===== src/rtl/sonic_pcs_pg_pkg.sv =====
// Shared constants for the PCS pattern-generator mode sequencer.
// Holds the mode codes, the register map and the FSM state encoding.
// No logic here apart from one small helper function.
package sonic_pcs_pg_pkg;

  // Mode codes carried on the PG mode stream
  localparam logic [1:0] PG_IDLE   = 2'd0;
  localparam logic [1:0] PG_PRBS31 = 2'd1;
  localparam logic [1:0] PG_FIXED  = 2'd2;
  localparam logic [1:0] PG_SQUARE = 2'd3;

  // Word addresses of the configuration registers
  localparam int ADDR_CTRL   = 0;
  localparam int ADDR_STATUS = 1;
  localparam int ADDR_SLOT0  = 2;

  // CTRL bit positions
  localparam int CTRL_START_BIT = 0;
  localparam int CTRL_ABORT_BIT = 1;
  localparam int CTRL_LOOP_BIT  = 2;

  typedef enum logic [1:0] {
    ST_IDLE  = 2'd0,
    ST_ISSUE = 2'd1,
    ST_DWELL = 2'd2,
    ST_DRAIN = 2'd3
  } seq_state_e;

  // A last_slot beyond the table is clamped to the final table entry
  function automatic logic [3:0] sat_last_slot(input logic [3:0] req, input int num_slots);
    if (int'(req) >= num_slots) begin
      return 4'(num_slots - 1);
    end
    return req;
  endfunction

endpackage


===== src/rtl/sonic_pcs_pg_seq_regs.sv =====
// Avalon-MM register file: slot table, CTRL fields, sticky done/aborted status.
// Latency: write takes effect next cycle; read data valid 1 cycle after cfg_read.
// Backpressure: none (no waitrequest); table/last_slot writes dropped while busy.
// SONIC_PG_SEQ_LOOP_EN: when defined, CTRL b2 holds the loop flag; otherwise it reads 0.
module sonic_pcs_pg_seq_regs
  import sonic_pcs_pg_pkg::*;
#(
  parameter int NUM_SLOTS = 8,
  parameter int DWELL_W   = 16,
  parameter int ADDR_W    = 5,
  localparam int SIDX_W   = $clog2(NUM_SLOTS)
) (
  input  logic               clk,
  input  logic               reset_n,
  input  logic [ADDR_W-1:0]  cfg_address,
  input  logic               cfg_write,
  input  logic [31:0]        cfg_writedata,
  input  logic               cfg_read,
  output logic [31:0]        cfg_readdata,
  input  logic               busy,
  input  logic [3:0]         cur_slot,
  input  logic               done_set,
  input  logic               aborted_set,
  input  logic [SIDX_W-1:0]  rd_idx,
  output logic [1:0]         rd_mode,
  output logic [DWELL_W-1:0] rd_dwell,
  output logic [3:0]         last_slot,
  output logic               loop,
  output logic               start_pulse,
  output logic               abort_pulse
);

  logic [1:0]         mode_q  [NUM_SLOTS];
  logic [1:0]         mode_d  [NUM_SLOTS];
  logic [DWELL_W-1:0] dwell_q [NUM_SLOTS];
  logic [DWELL_W-1:0] dwell_d [NUM_SLOTS];
  logic [3:0]         last_slot_q, last_slot_d;
  logic               loop_q, loop_d;
  logic               done_q, done_d;
  logic               aborted_q, aborted_d;
  logic [31:0]        rdata_q, rdata_d;

  logic               ctrl_wr;
  logic               status_rd;
  logic               slot_hit;
  logic [SIDX_W-1:0]  cfg_idx;
  logic               unused_wdata;

  assign ctrl_wr     = cfg_write && (cfg_address == ADDR_W'(ADDR_CTRL));
  assign status_rd   = cfg_read && (cfg_address == ADDR_W'(ADDR_STATUS));
  assign slot_hit    = (int'(cfg_address) >= ADDR_SLOT0) &&
                       (int'(cfg_address) < ADDR_SLOT0 + NUM_SLOTS);
  assign cfg_idx     = SIDX_W'(cfg_address - ADDR_W'(ADDR_SLOT0));
  assign start_pulse = ctrl_wr && cfg_writedata[CTRL_START_BIT];
  assign abort_pulse = ctrl_wr && cfg_writedata[CTRL_ABORT_BIT];
  // Upper write-data bits carry no fields
  assign unused_wdata = ^cfg_writedata;

  assign rd_mode      = mode_q[rd_idx];
  assign rd_dwell     = dwell_q[rd_idx];
  assign last_slot    = last_slot_q;
  assign loop         = loop_q;
  assign cfg_readdata = rdata_q;

  // Slot table and CTRL fields; frozen while the schedule runs
  always_comb begin
    mode_d      = mode_q;
    dwell_d     = dwell_q;
    last_slot_d = last_slot_q;
    loop_d      = loop_q;
    if (cfg_write && slot_hit && !busy) begin
      mode_d[cfg_idx]  = cfg_writedata[1:0];
      dwell_d[cfg_idx] = cfg_writedata[DWELL_W+1:2];
    end
    if (ctrl_wr && !busy) begin
      last_slot_d = sat_last_slot(cfg_writedata[7:4], NUM_SLOTS);
`ifdef SONIC_PG_SEQ_LOOP_EN
      loop_d = cfg_writedata[CTRL_LOOP_BIT];
`else
      loop_d = 1'b0;
`endif
    end
  end

  // Sticky status: a new event in the same cycle as a STATUS read survives the clear
  always_comb begin
    done_d    = done_set    || (done_q    && !status_rd);
    aborted_d = aborted_set || (aborted_q && !status_rd);
  end

  // Registered read mux; unmapped or idle cycles return 0
  always_comb begin
    rdata_d = '0;
    if (cfg_read) begin
      if (cfg_address == ADDR_W'(ADDR_CTRL)) begin
        rdata_d[7:4]          = last_slot_q;
        rdata_d[CTRL_LOOP_BIT] = loop_q;
      end else if (cfg_address == ADDR_W'(ADDR_STATUS)) begin
        rdata_d[0]   = busy;
        rdata_d[1]   = done_q;
        rdata_d[7:4] = cur_slot;
        rdata_d[8]   = aborted_q;
      end else if (slot_hit) begin
        rdata_d[1:0]         = mode_q[cfg_idx];
        rdata_d[DWELL_W+1:2] = dwell_q[cfg_idx];
      end
    end
  end

  // Register state, cleared by async reset
  always_ff @(posedge clk or negedge reset_n) begin
    if (!reset_n) begin
      for (int i = 0; i < NUM_SLOTS; i++) begin
        mode_q[i]  <= '0;
        dwell_q[i] <= '0;
      end
      last_slot_q <= '0;
      loop_q      <= 1'b0;
      done_q      <= 1'b0;
      aborted_q   <= 1'b0;
      rdata_q     <= '0;
    end else begin
      mode_q      <= mode_d;
      dwell_q     <= dwell_d;
      last_slot_q <= last_slot_d;
      loop_q      <= loop_d;
      done_q      <= done_d;
      aborted_q   <= aborted_d;
      rdata_q     <= rdata_d;
    end
  end

endmodule


===== src/rtl/sonic_pcs_pg_mode_sequencer.sv =====
// Steps the PG mode stream through the programmed (mode, dwell) schedule.
// Latency: first code offered 1 cycle after start; dwell d = d+1 cycles between handshakes.
// Backpressure: pg_data held while pg_ready=0; dwell timing starts only after acceptance.
// SONIC_PG_SEQ_LOOP_EN (in the register block) enables wrap-around after last_slot.
module sonic_pcs_pg_mode_sequencer #(
  parameter int NUM_SLOTS = 8,
  parameter int DWELL_W   = 16,
  parameter int ADDR_W    = 5
) (
  input  logic              clk,
  input  logic              reset_n,
  input  logic [ADDR_W-1:0] cfg_address,
  input  logic              cfg_write,
  input  logic [31:0]       cfg_writedata,
  input  logic              cfg_read,
  output logic [31:0]       cfg_readdata,
  output logic              pg_valid,
  output logic [1:0]        pg_data,
  input  logic              pg_ready,
  output logic              seq_busy,
  output logic              seq_done_irq
);
  import sonic_pcs_pg_pkg::*;

  localparam int SIDX_W = $clog2(NUM_SLOTS);

  seq_state_e         state_q, state_d;
  seq_state_e         adv_state;
  logic [3:0]         slot_q, slot_d, adv_slot;
  logic [DWELL_W-1:0] cnt_q, cnt_d;
  logic               abort_pend_q, abort_pend_d;
  logic               irq_q, irq_d;

  logic [1:0]         rd_mode;
  logic [DWELL_W-1:0] rd_dwell;
  logic [3:0]         last_slot;
  logic               loop;
  logic               start_pulse;
  logic               abort_pulse;
  logic               done_set;
  logic               aborted_set;
  logic               at_last;

  sonic_pcs_pg_seq_regs #(
    .NUM_SLOTS (NUM_SLOTS),
    .DWELL_W   (DWELL_W),
    .ADDR_W    (ADDR_W)
  ) u_regs (
    .clk           (clk),
    .reset_n       (reset_n),
    .cfg_address   (cfg_address),
    .cfg_write     (cfg_write),
    .cfg_writedata (cfg_writedata),
    .cfg_read      (cfg_read),
    .cfg_readdata  (cfg_readdata),
    .busy          (seq_busy),
    .cur_slot      (slot_q),
    .done_set      (done_set),
    .aborted_set   (aborted_set),
    .rd_idx        (slot_q[SIDX_W-1:0]),
    .rd_mode       (rd_mode),
    .rd_dwell      (rd_dwell),
    .last_slot     (last_slot),
    .loop          (loop),
    .start_pulse   (start_pulse),
    .abort_pulse   (abort_pulse)
  );

  // Outputs decode straight from the state flop so reset clears them asynchronously
  assign pg_valid     = (state_q == ST_ISSUE) || (state_q == ST_DRAIN);
  assign pg_data      = (state_q == ST_ISSUE) ? rd_mode : PG_IDLE;
  assign seq_busy     = (state_q != ST_IDLE);
  assign seq_done_irq = irq_q;
  assign done_set     = (state_q == ST_DRAIN) && pg_ready;
  assign aborted_set  = abort_pulse && (state_q != ST_IDLE);
  assign at_last      = (slot_q == last_slot);

  // Where the schedule goes once the current slot's dwell has elapsed
  always_comb begin
    adv_state = ST_ISSUE;
    adv_slot  = slot_q + 4'd1;
    if (at_last) begin
      if (loop) begin
        adv_slot = '0;
      end else begin
        adv_state = ST_DRAIN;
        adv_slot  = slot_q;
      end
    end
  end

  // Schedule FSM: issue, dwell, drain; abort deferred until an offered code is taken
  always_comb begin
    state_d      = state_q;
    slot_d       = slot_q;
    cnt_d        = cnt_q;
    abort_pend_d = abort_pend_q;
    irq_d        = 1'b0;
    case (state_q)
      ST_IDLE: begin
        abort_pend_d = 1'b0;
        if (start_pulse && !abort_pulse) begin
          state_d = ST_ISSUE;
          slot_d  = '0;
        end
      end
      ST_ISSUE: begin
        if (pg_ready) begin
          abort_pend_d = 1'b0;
          if (abort_pulse || abort_pend_q) begin
            state_d = ST_DRAIN;
          end else if (rd_dwell != '0) begin
            state_d = ST_DWELL;
            cnt_d   = rd_dwell - DWELL_W'(1);
          end else begin
            state_d = adv_state;
            slot_d  = adv_slot;
          end
        end else if (abort_pulse) begin
          abort_pend_d = 1'b1;
        end
      end
      ST_DWELL: begin
        if (abort_pulse) begin
          state_d = ST_DRAIN;
        end else if (cnt_q == '0) begin
          state_d = adv_state;
          slot_d  = adv_slot;
        end else begin
          cnt_d = cnt_q - DWELL_W'(1);
        end
      end
      ST_DRAIN: begin
        if (pg_ready) begin
          state_d = ST_IDLE;
          irq_d   = 1'b1;
        end
      end
      default: state_d = ST_IDLE;
    endcase
  end

  // FSM and counter state
  always_ff @(posedge clk or negedge reset_n) begin
    if (!reset_n) begin
      state_q      <= ST_IDLE;
      slot_q       <= '0;
      cnt_q        <= '0;
      abort_pend_q <= 1'b0;
      irq_q        <= 1'b0;
    end else begin
      state_q      <= state_d;
      slot_q       <= slot_d;
      cnt_q        <= cnt_d;
      abort_pend_q <= abort_pend_d;
      irq_q        <= irq_d;
    end
  end

endmodule

===== config.mk =====
export PLATFORM = sky130hd
export DESIGN_NAME = sonic_pcs_pg_mode_sequencer
export DESIGN_NICKNAME = d
export VERILOG_FILES = /design/src/rtl/sonic_pcs_pg_pkg.sv /design/src/rtl/sonic_pcs_pg_seq_regs.sv /design/src/rtl/sonic_pcs_pg_mode_sequencer.sv
export SDC_FILE = /design/constraint.sdc
export NUM_CORES = 1
export LEC_CHECK = 0
export CELL_PAD_IN_SITES_DETAIL_PLACEMENT = 2
export CELL_PAD_IN_SITES_GLOBAL_PLACEMENT = 2
export CORE_UTILIZATION = 35
export CTS_CLUSTER_SIZE = 12
export DETAILED_ROUTE_END_ITERATION = 8
export GPL_TIMING_DRIVEN = 0
export PLACE_DENSITY_LB_ADDON = 0.1
export SLEW_MARGIN = 40
export SYNTH_ARGS = -nofsm -noshare
export SYNTH_HDL_FRONTEND = slang
export SYNTH_HIERARCHICAL = 1
export SYNTH_SLANG_ARGS = --single-unit

===== constraint.sdc =====
create_clock -name clk -period 3.7 [get_ports clk]
set_clock_uncertainty 0.1 [all_clocks]
set_input_delay 0.925 -clock clk [delete_from_list [all_inputs] [get_ports clk]]
set_output_delay 0.925 -clock clk [all_outputs]
set_load 0.005 [all_outputs]

==> images/sizing.png <==
Scale: 3 px per um.
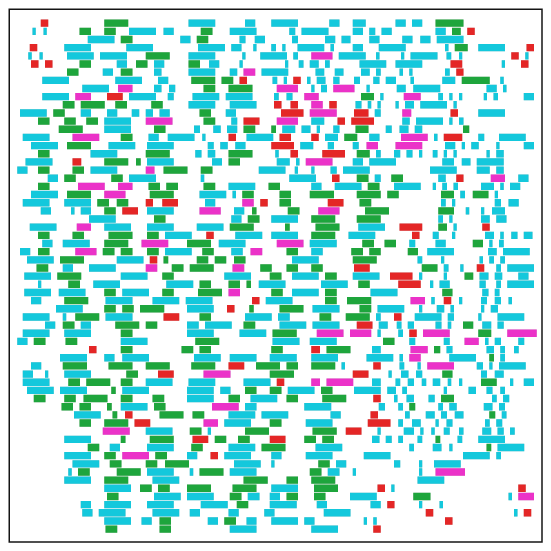
magenta -> x6 and larger  # cells 52
cyan -> x1 and smaller  # cells 561
green -> x2  # cells 249
red -> x3 and x4  # cells 76

==> images/m3.png <==
Scale: 1.5 px per um.
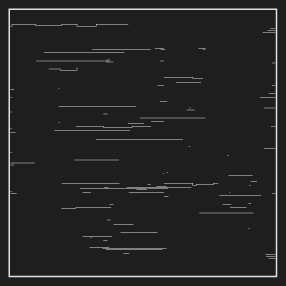
main direction = horizontal
share of all routed wire = 3.5%
longest straight run = 58.0 um
met3 Usage GRT: 0.0384
total number of vias: 7612
total routed wirelength: 35500 um

==> report_table.html <==
<h2>Implementation results</h2>
<table>
<tr><th>Metric</th><th>Value</th></tr>
<tr><th colspan="2">Synth</th></tr>
<tr><td>Mux contribution to synthesized area</td><td>0.337</td></tr>
<tr><td>Area share of xor/xnor cells in the synthesized design</td><td>0.0122</td></tr>
<tr><td>Mean instance size in the synthesized netlist</td><td>13.2 um2</td></tr>
<tr><td>Cell types with the highest counts after synthesis</td><td>sky130_fd_sc_hd__dfrtp_1 (192), sky130_fd_sc_hd__mux2_2 (159), sky130_fd_sc_hd__mux4_2 (64)</td></tr>
<tr><td>Leading cell type by number of instances after synthesis</td><td>sky130_fd_sc_hd__dfrtp_1</td></tr>
<tr><td>Largest cells by area after synthesis</td><td>sky130_fd_sc_hd__dfrtp_1 (45%), sky130_fd_sc_hd__mux2_2 (17%), sky130_fd_sc_hd__mux4_2 (13%)</td></tr>
<tr><td>Yosys reg bits</td><td>192</td></tr>
<tr><td>Area share of and/or/nand/nor cells after synthesis</td><td>0.0956</td></tr>
<tr><th colspan="2">Final timing</th></tr>
<tr><td>Cycle use final</td><td>0.987</td></tr>
<tr><td>Normalized max-slew margin</td><td>0.482</td></tr>
<tr><td>Pins Over Slew Limit</td><td>0</td></tr>
<tr><td>Setup_tns</td><td>0 ps</td></tr>
<tr><th colspan="2">Placement</th></tr>
<tr><td>Placed instance area</td><td>11900 um2</td></tr>
<tr><td>Final Wtd Congestion</td><td>0.814</td></tr>
<tr><th colspan="2">GRT</th></tr>
<tr><td>Global-route wire length before repair</td><td>54800 um</td></tr>
<tr><td>Global routing usage on met2</td><td>0.397</td></tr>
<tr><td>Most Used Layer, Global Route</td><td>met2</td></tr>
<tr><td>Number of antenna violations at the first check in global routing</td><td>0</td></tr>
<tr><th colspan="2">Finish</th></tr>
<tr><td>Post-Layout Inst Area</td><td>13000 um2</td></tr>
<tr><td>Post-Route Utilization</td><td>0.434</td></tr>
<tr><td>Number of antenna cells inserted</td><td>0</td></tr>
<tr><td>Fraction of layout cells with a size suffix above 1</td><td>0.402</td></tr>
<tr><th colspan="2">CTS</th></tr>
<tr><td>CTS buffer count</td><td>17</td></tr>
<tr><td># H-tree levels</td><td>4</td></tr>
<tr><td>Number of sinks driven by the clock tree</td><td>192</td></tr>
<tr><td>Number of setup buffers added after CTS</td><td>14</td></tr>
<tr><td>CTS Root Buffer Type</td><td>sky130_fd_sc_hd__clkbuf_16</td></tr>
<tr><td>Clock insertion delay at the later pin of the skew report</td><td>450 ps</td></tr>
<tr><td>Hold buffer count at cts</td><td>0</td></tr>
<tr><th colspan="2">Route</th></tr>
<tr><td>Routed wirelength normalized by instance count</td><td>26.7 um</td></tr>
<tr><td>Remaining antenna violation count after routing</td><td>0</td></tr>
<tr><td>Met3 wirelength from detailed routing</td><td>1260 um</td></tr>
<tr><td>Number of design rule violations left after detail routing</td><td>0</td></tr>
<tr><td>Met2 routed WL</td><td>17900 um</td></tr>
<tr><td>Violation count after the first detailed-route iteration</td><td>448</td></tr>
<tr><td>Met1 layer wirelength in the final routing</td><td>15800 um</td></tr>
<tr><th colspan="2">Floorplanning</th></tr>
<tr><td>Total core area</td><td>29900 um2</td></tr>
<tr><td>Overall chip area</td><td>31400 um2</td></tr>
<tr><td>Number of top-level design ports</td><td>79</td></tr>
<tr><td>Fp util</td><td>0.359</td></tr>
<tr><th colspan="2">Critical path</th></tr>
<tr><td>Arrival time reported for the critical path endpoint</td><td>3930 ps</td></tr>
<tr><td>Critical path launch point</td><td>slot_q[0]</td></tr>
<tr><td>CP max FO</td><td>6</td></tr>
<tr><td>Capture point of the critical path</td><td>slot_q[2]</td></tr>
<tr><td>R2r endpoint</td><td>slot_q[2]</td></tr>
<tr><th colspan="2">Worst hold path</th></tr>
<tr><td>Kind of path behind the tightest hold check</td><td>input pin to asynchronous set/reset pin</td></tr>
<tr><th colspan="2">Power</th></tr>
<tr><td>Peak supply drop</td><td>0.000367 V</td></tr>
<tr><th colspan="2">Run status</th></tr>
<tr><td>Status</td><td>finished, final reports clean</td></tr>
<tr><th colspan="2">Flow run</th></tr>
<tr><td>Tally of OpenROAD warnings</td><td>49</td></tr>
</table>
==> images/gates.png <==
Scale: 3 px per um.
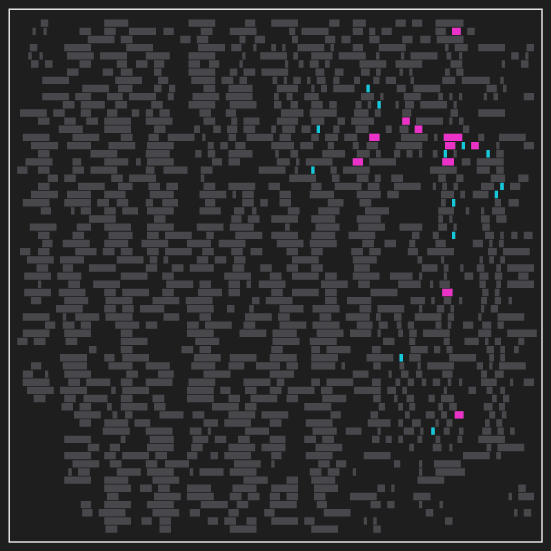
cyan -> inv cells  # cells 13, most used inv_1
magenta -> non-inverting ao/oa cells  # cells 11, most used a21o_1
Comb area share: 0.444
final cell count without fillers: 1328
most common cell after layout, fill and taps aside: sky130_fd_sc_hd__dfrtp_1

==> images/m2.png <==
Scale: 1.5 px per um.
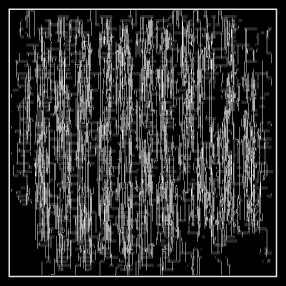
share of all routed wire = 51%
longest straight run = 92.3 um
main direction = vertical
wire length on this layer = 17900 um

==> worst max-delay path: stages (launching register included) <==
cell and delay, ps:
sky130_fd_sc_hd__dfrtp_2 420, sky130_fd_sc_hd__buf_12 170, sky130_fd_sc_hd__buf_12 120, sky130_fd_sc_hd__buf_8 110, sky130_fd_sc_hd__mux4_2 520, sky130_fd_sc_hd__mux2_4 350
sky130_fd_sc_hd__nor4_4 280, sky130_fd_sc_hd__nand4_1 190, sky130_fd_sc_hd__a2111o_1 470, sky130_fd_sc_hd__a211o_4 310, sky130_fd_sc_hd__or4b_1 470, sky130_fd_sc_hd__nand2_1 80
==> power by group <==
part | total (mW) | internal, mW | switching [mW] | leakage (nW)
combinational | 4.71 | 2.35 | 2.37 | 2.88
sequential | 3.43 | 2.80 | 0.630 | 2.51
clock | 1.82 | 0.903 | 0.917 | 0.276
total | 9.97 | 6.05 | 3.92 | 5.67
==> layout make-up <==
cell class,count,area [um2],area share
clock inverters,14,129,0.00993
repair buffers,76,785,0.0605
plain buffers,59,517,0.0398
clock buffers,18,439,0.0338
flip-flops and latches,192,4810,0.370
inverters,13,48.8,0.00376
well taps,390,488,0.0376
multi-input cells,566,5760,0.444
==> flip-flops by register name, indices dropped and copies added (netlist names) <==
signal               count
abort_pend_q             1
cnt_q                   16
seq_done_irq             1
slot_q                   4
state_q                  2
u_regs/aborted_q         1
u_regs/cfg_readdata     18
u_regs/done_q            1
u_regs/dwell_q         128
u_regs/last_slot         4
u_regs/mode_q           16
Power figures rest on the tool's default switching activity, not on a simulated workload.
